==> config.mk <==
export PLATFORM = sky130hd
export DESIGN_NAME = pe_edge_es_tx
export DESIGN_NICKNAME = d
export VERILOG_FILES = /design/src/rtl/pe_edge_es_tx.sv
export SDC_FILE = /design/constraint.sdc
export NUM_CORES = 1
export LEC_CHECK = 0
export CAP_MARGIN = 20
export CELL_PAD_IN_SITES_DETAIL_PLACEMENT = 1
export CELL_PAD_IN_SITES_GLOBAL_PLACEMENT = 1
export CORE_MARGIN = 2
export CORE_UTILIZATION = 30
export DETAILED_ROUTE_END_ITERATION = 8
export GPL_TIMING_DRIVEN = 0
export PLACE_DENSITY = 0.69
export SYNTH_ARGS = -nofsm -noshare
export SYNTH_HDL_FRONTEND = slang
export SYNTH_SLANG_ARGS = --single-unit
==> constraint.sdc <==
create_clock -name clk -period 8.57 [get_ports clk]
set_input_delay 2.1425 -clock clk [delete_from_list [all_inputs] [get_ports clk]]
set_output_delay 2.1425 -clock clk [all_outputs]
set_load 0.05 [all_outputs]
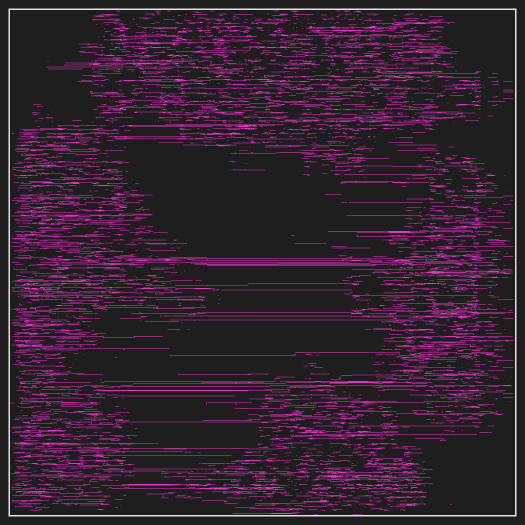
**Above:** the metal 1 layer.
Drawn at 1.5 px/µm.
longest straight run	170 µm
share of all routed wire	42%
GRT met1 Usage: 19.4%
via count: 17344
final wirelength: 85.8 mm

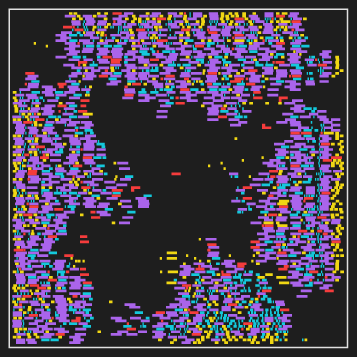
**Above:** placed cells, one color a class.
Drawn at 1 px/µm.
class	color	cells	share of their area
clock drivers and dummy loads	red	190	8.1%
other buffers and delay cells	yellow	519	12%
all other logic	cyan	782	16%
flip-flops	purple	944	64%
flop share of the area: 60.7%
Design Area, Final: 43200 µm²

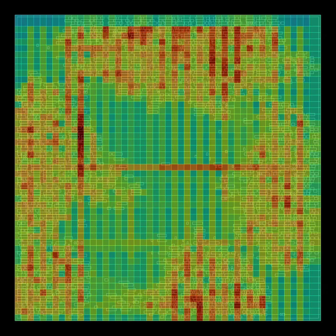
**Above:** congestion heat map.
met3 global-route usage: 4.30%
grt peak-use layer: met2
wire per inst: 21.8 µm

==> impl_metrics.csv <==
group,metric,value,unit
power_and_ir_drop,power_leader,"combinational logic",
clocking,cts_tree,"built",
clocking,cts_sinks,944,
worst_setup_path,path_depth,3,
finish,flop_area,26200,µm²
drt,ant_nets,0,
power_and_ir_drop,p_per_area,412,nW/µm²
power_and_ir_drop,swShare,38.2,%
clocking,postCtsSetupBuffers,0,
placed_design,place_congestion,0.796,
drt,first_iter_violations,951,
finish,lay_top_count,"edfxtp_1",
power_and_ir_drop,p_sw,6790,µW
floorplan,core,110000,µm²
finish,n_all_inverters,140,
floorplan,rows,122,
synthesis,largest_area_cell,"edfxtp_1",
floorplan,fp-utilization,30.1,%
finish,layout-drive-gt1-share,15.5,%
power_and_ir_drop,ir_drop,0.000265,V
final_timing,grt_setup_unrepaired,"no",
grt,antenna_found_initial,28,
finish,fillers,11021,
power_and_ir_drop,totalPowerFinal,17800,µW
floorplan,die_h,337,µm
worst_setup_path,crit_family,"buffers and inverters",
grt,grt_pass1_wl,128,mm
finish,most-common-layout-cells,"516 x edfxtp_1, 428 x dfrtp_1, 425 x clkdlybuf4s50_1",
grt,grt_max_degree,100,
worst_setup_path,worstSetupPathType,"reg -> out",
finish,largest_register_ffs,516,
final_timing,finalClockSkew,0.0222,ns
clocking,cts_buffers,100,
worst_setup_path,crit_arrival,2.67,ns
worst_hold_path,holdPathStages,1,
synthesis,top_cell_area_share,46.7,%
drt,drc,0,
synthesis,common_cells,"516 x edfxtp_1, 428 x dfrtp_1, 263 x nor2_1, 138 x inv_1",
finish,logic_area,6100,µm²
synthesis,top_cell,"edfxtp_1",
finish,seq_cell_count,944,
drt,top_layer_used,"met5",
grt,overflow,0,
placed_design,place_area,39800,µm²
synthesis,ys.flop_type,"edfxtp_1",
clocking,clock_latency,0.68,ns
grt,first_global_vias,19661,
floorplan,pin_count,687,
synthesis,synth_cells,1802,
synthesis,synth.distinct_cells,38,
synthesis,aoi_share,0.102,%
power_and_ir_drop,clkPwrFrac,24.2,%
final_timing,hold_violations,0,
finish,multi_input_comb_cells,642,
clocking,htreeDepth,3,
clocking,clk_transition_reported_paths,0.06,ns
finish,comb_share,14.1,%
power_and_ir_drop,p_seq,6570,µW
drt,vias_per_cell,4.41,
worst_hold_path,hold_path.class,"reg -> reg",
synthesis,edf_count,516,
drt,route.met2.wl,41.6,mm
final_timing,slew_viol_final,0,
outcome,outcome,"finished, final reports clean",
synthesis,ys_ff,944,
finish,n_clock_buffer,145,
floorplan,die_w,337,µm
final_timing,timing.hold.ws,0.474,ns
final_timing,finalCriticalPeriod,4.81,ns
power_and_ir_drop,combPwrFrac,38.8,%
synthesis,ys_seq_share,78.9,%
synthesis,area_leaders,"edfxtp_1 47%, dfrtp_1 32%, mux4_2 8.7%, mux2i_1 3.9%, nor2_1 3.0%",
drt,drtPass1Iterations,5,
synthesis,ys_sh_adder,0.286,%
synthesis,async_reset_ff_share,45.3,%
final_timing,setup_ws,3.76,ns
clocking,cts_resized,0,
placed_design,hpwl,58.0,mm
final_timing,setup_violations,0,
worst_setup_path,crit_chain,"nor2_1 -> a21boi_0 -> clkdlybuf4s50_1",
clocking,root_buffer,"clkbuf_16",
final_timing,slew_headroom,33.9,%
finish,clkCellAreaFrac,7.72,%
run,warning_count,287,
final_timing,fin_tns_setup,0,ns
placed_design,pre_cts_ws,3.22,ns
synthesis,mux_area_share,12.8,%
final_timing,fin_crit_sh,56.1,%
finish,bufAreaShareNonClock,11.8,%
power_and_ir_drop,pg_clk,4310,µW
placed_design,placed_cells,3733,
finish,stdcell_count,3937,
worst_setup_path,slowest_delay,0.96,ns
clocking,postCtsHoldBufs,0,
floorplan,die-area,113000,µm²
run,cap_violations,0,
grt,grt_use_met2,24.8,%
power_and_ir_drop,p_leak,0.0169,µW
floorplan,n_tap_cell,1488,
power_and_ir_drop,intPower,11000,µW
finish,buffers,519,
worst_setup_path,path_buffers,1,
worst_setup_path,critPathCaptureType,"output port",
No activity file was given, so power comes from the tool's default toggle rates.
